**src/rtl/instr_sched_ctrl.sv**
```systemverilog
// Two-writer, one-reader scheduler that runs an external instruction register as a circular FIFO.
// Writes go out one cycle after acceptance; an entry becomes readable one edge after its write.
package instr_sched_pkg;
   localparam int ADDR_W = 5;

   typedef logic [3:0]        opcode_t;
   typedef logic [7:0]        operand_t;
   typedef logic [ADDR_W-1:0] address_t;

   typedef struct packed {
      opcode_t  opcode;
      operand_t op_a;
      operand_t op_b;
   } instruction_t;

   localparam opcode_t OP_ADD = 4'h1;
endpackage

module instr_sched_ctrl
   import instr_sched_pkg::*;
#(
   parameter int DEPTH = 32
) (
   input  logic         clk,
   input  logic         reset_n,
   input  logic         flush,

   input  logic         req0_valid,
   output logic         req0_ready,
   input  opcode_t      req0_opcode,
   input  operand_t     req0_op_a,
   input  operand_t     req0_op_b,

   input  logic         req1_valid,
   output logic         req1_ready,
   input  opcode_t      req1_opcode,
   input  operand_t     req1_op_a,
   input  operand_t     req1_op_b,

   output logic         load_en,
   output address_t     write_pointer,
   output address_t     read_pointer,
   output opcode_t      opcode,
   output operand_t     operand_a,
   output operand_t     operand_b,
   input  instruction_t instruction_word,

   output logic         rd_valid,
   input  logic         rd_ready,
   output instruction_t rd_instr,

   output logic [5:0]   count
);

   localparam logic [5:0] DEPTH_C = 6'(DEPTH);
   localparam address_t   LAST_IDX = address_t'(DEPTH - 1);

   // Handshake: a transfer happens on a rising edge where valid and ready are both 1;
   // ready never depends on data, only on occupancy, flush, reset and the peer's valid.

   address_t   wptr;
   address_t   rptr;
   address_t   wptr_nxt;
   address_t   rptr_nxt;
   logic [5:0] count_q;
   logic [5:0] avail;
   logic       load_q;
   logic       prio;
   logic       full;
   logic       can_accept;
   logic       accept;
   logic       pop;

   assign full       = (count_q == DEPTH_C);
   assign can_accept = reset_n && !full && !flush;

   assign req0_ready = can_accept && req0_valid && (!req1_valid || !prio);
   assign req1_ready = can_accept && req1_valid && (!req0_valid ||  prio);
   assign accept     = req0_ready || req1_ready;

   assign rd_valid = (avail != 6'd0);
   assign pop      = rd_valid && rd_ready;
   assign rd_instr = instruction_word;

   assign wptr_nxt = (wptr == LAST_IDX) ? '0 : wptr + address_t'(1);
   assign rptr_nxt = (rptr == LAST_IDX) ? '0 : rptr + address_t'(1);

   // A write still pending when flush arrives must not land in the register.
   assign load_en      = load_q && !flush;
   assign read_pointer = rptr;
   assign count        = count_q;

   always_ff @(posedge clk or negedge reset_n) begin
      if (!reset_n) begin
         wptr          <= '0;
         rptr          <= '0;
         count_q       <= '0;
         avail         <= '0;
         load_q        <= 1'b0;
         prio          <= 1'b0;
         write_pointer <= '0;
      end else if (flush) begin
         wptr          <= '0;
         rptr          <= '0;
         count_q       <= '0;
         avail         <= '0;
         load_q        <= 1'b0;
         prio          <= 1'b0;
         write_pointer <= '0;
      end else begin
         load_q <= accept;
         if (accept) begin
            write_pointer <= wptr;
            wptr          <= wptr_nxt;
            // Priority moves to whichever requester was not granted.
            prio          <= req0_ready;
         end
         if (pop) begin
            rptr <= rptr_nxt;
         end
         case ({accept, pop})
            2'b10:   count_q <= count_q + 6'd1;
            2'b01:   count_q <= count_q - 6'd1;
            default: count_q <= count_q;
         endcase
         // Readability trails the write strobe by one edge.
         case ({load_q, pop})
            2'b10:   avail <= avail + 6'd1;
            2'b01:   avail <= avail - 6'd1;
            default: avail <= avail;
         endcase
      end
   end

   always_ff @(posedge clk or negedge reset_n) begin
      if (!reset_n) begin
         opcode    <= '0;
         operand_a <= '0;
         operand_b <= '0;
      end else if (accept && !flush) begin
         if (req0_ready) begin
            opcode    <= req0_opcode;
            operand_a <= req0_op_a;
            operand_b <= req0_op_b;
         end else begin
            opcode    <= req1_opcode;
            operand_a <= req1_op_a;
            operand_b <= req1_op_b;
         end
      end
   end

endmodule

```
**config.mk**
```make
export PLATFORM = sky130hd
export DESIGN_NAME = instr_sched_ctrl
export DESIGN_NICKNAME = d
export VERILOG_FILES = /design/src/rtl/instr_sched_ctrl.sv
export SDC_FILE = /design/constraint.sdc
export NUM_CORES = 1
export LEC_CHECK = 0
export CAP_MARGIN = 20
export CORE_MARGIN = 2
export CORE_UTILIZATION = 42
export DETAILED_ROUTE_END_ITERATION = 6
export GPL_ROUTABILITY_DRIVEN = 0
export PLACE_DENSITY = 0.83
export SYNTH_ARGS = -nofsm -noshare
export SYNTH_HDL_FRONTEND = slang
export SYNTH_SLANG_ARGS = --single-unit
```
**constraint.sdc**
```tcl
create_clock -name clk -period 3.6 [get_ports clk]
set_input_delay 0.36 -clock clk [delete_from_list [all_inputs] [get_ports clk]]
set_output_delay 0.36 -clock clk [all_outputs]
set_load 0.01 [all_outputs]
```
**Wiring by layer**

Bar = 20 um.
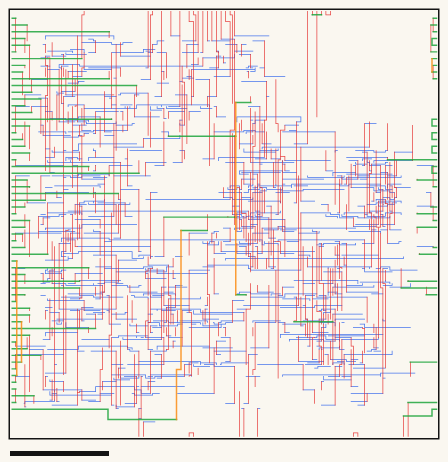
Green is met3, wire length 505 um. Blue is met1, wire length 2650 um. Orange is met4, wire length 112 um. Red is met2, wire length 2840 um.
vias: 2195
aggregate global-route resource usage: 17.4%
routed len/inst: 14.4 um

**Sizing map**

Bar = 20 um.
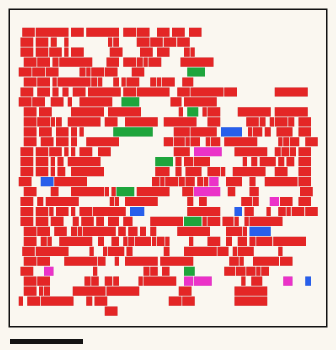
Blue is drive 2, cells 6, share 1.7%, most used xnor2_2. Magenta is drive 3 to 4, cells 8, share 2.3%, most used buf_4. Green is drive 6 and up, cells 8, share 2.3%, most used clkbuf_8. Red is drive 1 or less, cells 326, share 94%, most used clkdlybuf4s50_1.

==> impl_metrics.py <==
# Metrics from the implementation run
metrics = {
    "critical_path": {
        "criticalPathCategory": "register to register",
        "crit_path_start": "count[0]$_DFFE_PN0P_",
        "endpoint_kind": "register",
    },
    "synthesis": {
        "muxShareOfSynthArea_pct": 10.6,
        "yosysTopAreaCell": "dfrtp_1",
        "ys_warn_count": 0,
        "ys_ff": 49,
        "ys_sh_adder_pct": 6.68,
        "synthDistinctLibCells": 41,
        "postSynthAreaPerCell_sq_um": 10.1,
    },
    "layout": {
        "fin_util_pct": 57.4,
        "largest_class": "multi-input combinational cells",
        "logic_gates": 199,
        "comb_share_pct": 37.1,
        "seq_share_pct": 33.1,
        "reg.largest.list": "operand_a x8, operand_b x8",
        "flops": 49,
    },
    "detailed_routing": {
        "drcViolationCount": 0,
        "routed_wl_um": 6110,
        "drt_iter0_drc": 45,
    },
    "grt": {
        "grt_busiest_layer": "met2",
        "grtUsageMet3_pct": 5.71,
        "grt_pass1_vias": 2146,
    },
    "die": {
        "pin_count": 126,
        "fp_util_pct": 44.1,
    },
    "final_timing": {
        "worst_slack_ns": 0.698,
        "fin_skew_ns": 0.0177,
        "hold_slack_ns": 0.202,
        "slew_violations": 0,
        "hold_viol_final": 0,
    },
    "min_path": {
        "worst_hold_path_type": "input pin to async pin",
    },
    "power_and_ir_drop": {
        "p_comb_w": 0.00107,
        "clkPwrFrac_pct": 17.7,
    },
    "run_status": {
        "outcome": "complete, no violations",
    },
    "clock_network": {
        "cts-htree-levels": 2,
        "cts_tree": "done",
    },
    "placed_design": {
        "port-buffer-count": 85,
    },
}
